$ cat config.mk
export PLATFORM = sky130hd
export DESIGN_NAME = fwd_scoreboard
export DESIGN_NICKNAME = d
export VERILOG_FILES = /design/src/rtl/fwd_scoreboard.sv
export SDC_FILE = /design/constraint.sdc
export NUM_CORES = 1
export LEC_CHECK = 0
export CELL_PAD_IN_SITES_DETAIL_PLACEMENT = 2
export CELL_PAD_IN_SITES_GLOBAL_PLACEMENT = 2
export CORE_UTILIZATION = 33
export DETAILED_ROUTE_END_ITERATION = 10
export PLACE_DENSITY_LB_ADDON = 0.1
export REMOVE_ABC_BUFFERS = 1
export SLEW_MARGIN = 20
export SYNTH_ARGS = -nofsm -noshare
export SYNTH_HDL_FRONTEND = slang
export SYNTH_SLANG_ARGS = --single-unit
$ cat constraint.sdc
create_clock -name clk -period 6.7 [get_ports clk]
set_input_delay 1.34 -clock clk [delete_from_list [all_inputs] [get_ports clk]]
set_output_delay 1.34 -clock clk [all_outputs]
set_load 0.01 [all_outputs]
$ cat src/rtl/fwd_scoreboard.sv
// fwd_scoreboard: register-writer scoreboard beside the D stage.
// It tracks in-flight writers in a DEPTH-entry shift register that mirrors
// the E..W pipeline registers. From that it derives a stall request and a
// forward select for each of NREAD read ports.
//
// Ports:
//   clk, reset_n        clock; asynchronous active-low reset
//   issue_valid/dst/tnew  D-stage writer (dst 0 never tracked)
//   flush               kill the D-stage instruction (E gets a bubble)
//   rd_addr, rd_tuse    per-port read address / cycles until value needed
//   stall               freeze PC and IF/ID, bubble into E
//   fwd_sel             per port: 0 = register file, k+1 = stage k
//   busy                per-stage valid-writer flags (debug)
//   stall_cnt, fwd_cnt  only present when FWD_STATS_EN is defined
//
// Optional feature macro: FWD_STATS_EN (stall / forward event counters).
module fwd_scoreboard #(
  parameter int NREAD = 2,
  parameter int DEPTH = 3,
  parameter int AW    = 5,
  parameter int TW    = 2,
  parameter int SW    = 3
) (
  input  logic                  clk,
  input  logic                  reset_n,
  input  logic                  issue_valid,
  input  logic [AW-1:0]         issue_dst,
  input  logic [TW-1:0]         issue_tnew,
  input  logic                  flush,
  input  logic [NREAD*AW-1:0]   rd_addr,
  input  logic [NREAD*TW-1:0]   rd_tuse,
  output logic                  stall,
  output logic [NREAD*SW-1:0]   fwd_sel,
  output logic [DEPTH-1:0]      busy
`ifdef FWD_STATS_EN
  ,
  output logic [31:0]           stall_cnt,
  output logic [31:0]           fwd_cnt
`endif
);

  // Stage entries: index 0 = E, DEPTH-1 = W.
  logic [DEPTH-1:0]         vld_pipe;
  logic [DEPTH-1:0][AW-1:0] dst_pipe;
  logic [DEPTH-1:0][TW-1:0] tnew_pipe;

  logic [NREAD-1:0]         stall_req;
  logic                     bubble;

  // A stalled or flushed D instruction must not enter E. When both are
  // high this is still just one bubble.
  assign bubble = stall | flush;

  always_ff @(posedge clk or negedge reset_n) begin
    if (!reset_n) begin
      vld_pipe  <= '0;
      dst_pipe  <= '0;
      tnew_pipe <= '0;
    end else begin
      for (int k = DEPTH-1; k >= 1; k--) begin
        vld_pipe[k]  <= vld_pipe[k-1];
        dst_pipe[k]  <= dst_pipe[k-1];
        tnew_pipe[k] <= (tnew_pipe[k-1] != '0) ? tnew_pipe[k-1] - TW'(1) : '0;
      end
      if (bubble) begin
        vld_pipe[0]  <= 1'b0;
        dst_pipe[0]  <= '0;
        tnew_pipe[0] <= '0;
      end else begin
        vld_pipe[0]  <= issue_valid && (issue_dst != '0);
        dst_pipe[0]  <= issue_dst;
        tnew_pipe[0] <= issue_tnew;
      end
    end
  end

  // Per-port hazard lane. The youngest matching stage wins. The loop runs
  // oldest-first, so the last hit written is the lowest k.
  for (genvar i = 0; i < NREAD; i++) begin : g_port
    logic [AW-1:0] addr;
    logic [TW-1:0] tuse;
    logic          hit;
    logic [TW-1:0] m_tnew;
    logic [SW-1:0] m_sel;
    logic [SW-1:0] sel;
    logic          req;

    assign addr = rd_addr[i*AW +: AW];
    assign tuse = rd_tuse[i*TW +: TW];

    always_comb begin
      hit    = 1'b0;
      m_tnew = '0;
      m_sel  = '0;
      for (int k = DEPTH-1; k >= 0; k--) begin
        if (vld_pipe[k] && dst_pipe[k] == addr && addr != '0) begin
          hit    = 1'b1;
          m_tnew = tnew_pipe[k];
          m_sel  = SW'(k + 1);
        end
      end
      sel = '0;
      req = 1'b0;
      if (hit) begin
        if (m_tnew == '0)      sel = m_sel;
        else if (m_tnew > tuse) req = 1'b1;
        // 0 < tnew <= tuse: a later stage select picks it up, no action now
      end
    end

    assign fwd_sel[i*SW +: SW] = sel;
    assign stall_req[i]        = req;
  end

  assign stall = |stall_req;
  assign busy  = vld_pipe;

  // A writer in the last tracked stage must have its result ready.
  a_last_stage_ready: assert property (@(posedge clk) disable iff (!reset_n)
    !(vld_pipe[DEPTH-1] && tnew_pipe[DEPTH-1] != '0));

`ifdef FWD_STATS_EN
  logic [31:0] nfwd;

  always_comb begin
    nfwd = '0;
    for (int i = 0; i < NREAD; i++)
      if (fwd_sel[i*SW +: SW] != '0) nfwd = nfwd + 32'd1;
  end

  // Forwards count only in non-stalled cycles; fwd_sel is don't-care under stall.
  always_ff @(posedge clk or negedge reset_n) begin
    if (!reset_n) begin
      stall_cnt <= '0;
      fwd_cnt   <= '0;
    end else if (stall) begin
      stall_cnt <= stall_cnt + 32'd1;
    end else begin
      fwd_cnt   <= fwd_cnt + nfwd;
    end
  end
`else
  // Statistics disabled: no counters, hazard logic unchanged.
`endif

endmodule

Clock wires, drivers and flops:
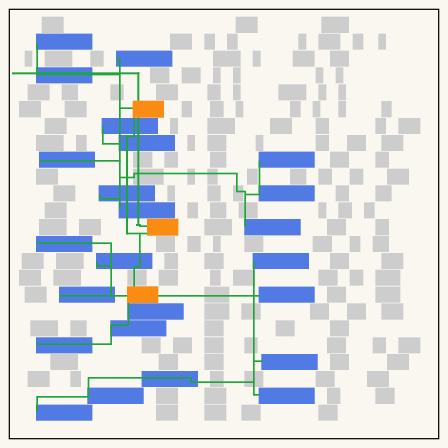
Green marks clock wires, length 338 um. Orange marks clock drivers, count 3. Blue marks flip-flops, count 24.
There are 4 routed clock nets.

Ports around the boundary:
Pins as bars across the die edge, other pins in grey.
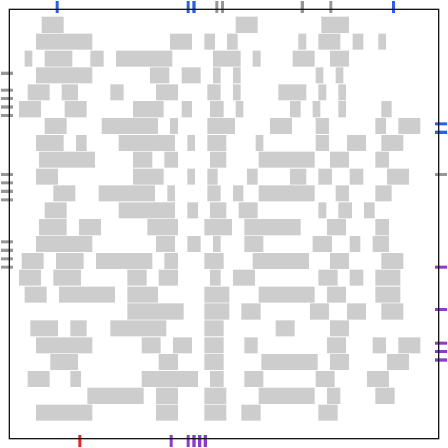
Blue marks fwd_sel, pins 6, direction output, edge 4 north, 2 east. Red marks reset_n, pins 1, direction input, edge south. Purple marks rd_addr, pins 10, direction input, edge 5 east, 5 south.
All pins by edge: 13 west, 8 east, 8 north, 6 south.

Wiring by layer:
Only two layers are drawn.
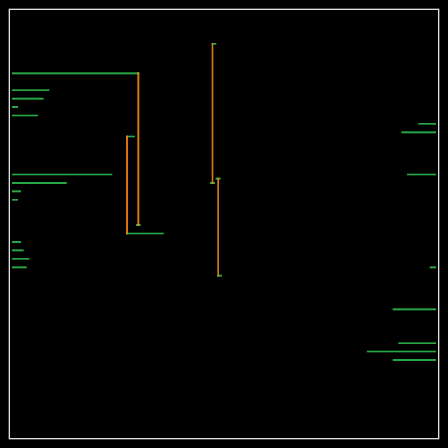
Orange marks metal 4, wire length 78.2 um. Green marks metal 3, wire length 120 um.
routed wire length: 4.17 mm
Vias: 1200

==> qor.csv <==
metric,value,unit
Vias/cell,5.24,
crit path buf inv count,2,
Slew @ Worst Pin,538,ps
largest net degree at the start of global routing,25,
antenna violations before repair,0,
Clock Sinks,24,
P_leak,0.723,nW
vias in the first global route,1391,
RSZ-0062 raised after global routing,no,
period utilisation layout,90.0,%
final net count,207,
Die W,69.0,um
Placed Cells incl. Taps,225,
hold path start,tnew_pipe[2],
"critical path fanouts, max",4,
CP Launch Point,rd_addr[2],
CP startpoint kind,primary input,
worst-path cell chain,"clkdlybuf4s50_1, xnor2_1, nand4_1, or3_2, a311oi_1, nor2_1, ha_1, a21oi_1, a221oi_1, a22o_1, clkdlybuf4s50_1",
I/O Buffers,32,
total CTS buffers,3,
clk buf depth,2,
setup bufs post-CTS,0,
Commonest flop,dfrtp_1,
clock latency on the worst-skew pair,270,ps
Post-Layout Cell Count,229,
area reported by Yosys stat,1480,um^2
r2r setup slk,3670,ps
# resized after CTS,0,
Final Setup Violations,0,
design area,1890,um^2
Avg Synthesized Cell Area,10.3,um^2
final hold slack,440,ps
standard-cell rows,24,
post-DP HPWL,3.48,mm
Tot GR Track Use,19.0,%
FP Util,34.3,%
share of post-route cells with drive strength above 1,13.0,%
CP arrival,4690,ps
CP endpoint,stall,
Root Driver,clkbuf_8,
Worst Hold Class,reg2reg,
Most common cell on crit path,clkdlybuf4s50_1,
FF+latch area,601,um^2
Worst Hold Path EP,tnew_pipe[4],
dominant cell type by area after synthesis,dfrtp_1,
Largest cells by area,"dfrtp_1, xnor2_1, nor3b_2",
outcome,completed,
Comb area,825,um^2
hold-fix buffers at CTS,0,
critical path class,in2out,
Ports,35,
count of final hold-check violations,0,
"CP delay by family, top",buffers and inverters,
fin util,43.8,%
pre-CTS setup slack,658,ps
Peak VDD IR,0.109,mV
Antenna Nets Post-Route,0,
clock-pin slew on the worst setup and hold paths,80,ps
ys cells,144,
Area Growth Syn to Fin,27.8,%
fmax,166,MHz
post-synthesis cell area,1480,um^2
Die Ht,69.0,um
first-pass GRT wire length,7.02,mm
Yosys warnings,0,
dominant logic cell type in the layout,clkdlybuf4s50_1,
reg2reg path depth,11,
drt first pass iters,4,
detailed-route DRC error count,0,
TritonCTS clock tree,done,
max incr delay on CP,610,ps
Synth Seq Share,40.5,%
Tool Warnings,25,
Placed Area,1840,um^2
post-synth top area share,40.5,%
core area,4320,um^2
"Slowest-stage cell, CP",clkdlybuf4s50_1,
clk_skew,5.73,ps
routed length per instance,18.2,um
Top Layout Cells,"clkdlybuf4s50_1, xnor2_1, dfrtp_1, nor2_1, nor3_1",
Post-synth regs,24,
Final GP Congestion,0.805,
Rel. slew slack,64.2,%
hold depth,1,
kind of end point of the critical path,output pin,
worst r2r src,dst_pipe[7],
fillers,477,
flip-flops with a built-in enable,0,
power density cells,168,nW/um^2
Max Cap Viol,0,
total power draw,0.319,mW
Worst R2R End,busy[0],
Distinct lib cells used,39,
worst setup margin,673,ps
total gr overflow,0,
fin crit period,6030,ps
-- power by group --
part	internal (mW)	switching, mW	leakage, nW
Sequential	0.152	0.00880	0.312
Combinational	0.0323	0.0268	0.381
Clock	0.0525	0.0467	0.0288
Total	0.236	0.0823	0.723
-- worst register-to-register path: cells and delay by family, from the launching register on --
family / cells / cell delay (ps)
AOI/OAI and AO/OA: 4 / 910
and+or+nand+nor: 4 / 880
xor gates and xnor gates: 1 / 170
DFF: 1 / 430
buffers and inverters: 1 / 200
adders and majority gates: 1 / 320
-- logic make-up after synthesis --
logic type	count (synthesis)	share of synthesized area [%]
other cells	1	0.253
compound gates	17	8.36
buf+inv	12	4.13
fa+ha+maj	4	3.38
xor+xnor	30	17.7
simple gates	56	25.7
flops	24	40.5
-- state kept, by name, indices dropped and copies added, names as in the netlist --
register,flops
tnew_pipe,6
dst_pipe,15
busy,3
-- cell type report --
cell class                 instances  area share, %
tap                               52           3.43
inverter                           7           1.39
timing repair buffer              33           17.0
sequential                        24           31.7
multi-input combinational        109           43.5
clock buffer                       4           2.91
-- Yosys cell counts (all sizes together) (3+ instances only) --
cell type / instances
or4: 3
nand2: 3
a21oi: 4
nand4: 7
or3: 3
inv: 7
dfrtp: 24
nor3: 9
xnor2: 30
buf: 5
nor2: 12
a311oi: 3
ha: 4
nor3b: 8
and2: 3
-- routing by layer --
layer | GRT usage (%) | vias up | part of all wire [%]
met4 | 7.03 | 0 | 1.9
met3 | 2.63 | 8 | 2.9
li1 | - | 571 | -
met2 | 32.9 | 28 | 50
met1 | 23.8 | 593 | 45
met5 | 0 | - | 0
Power and IR drop assume default switching activity.
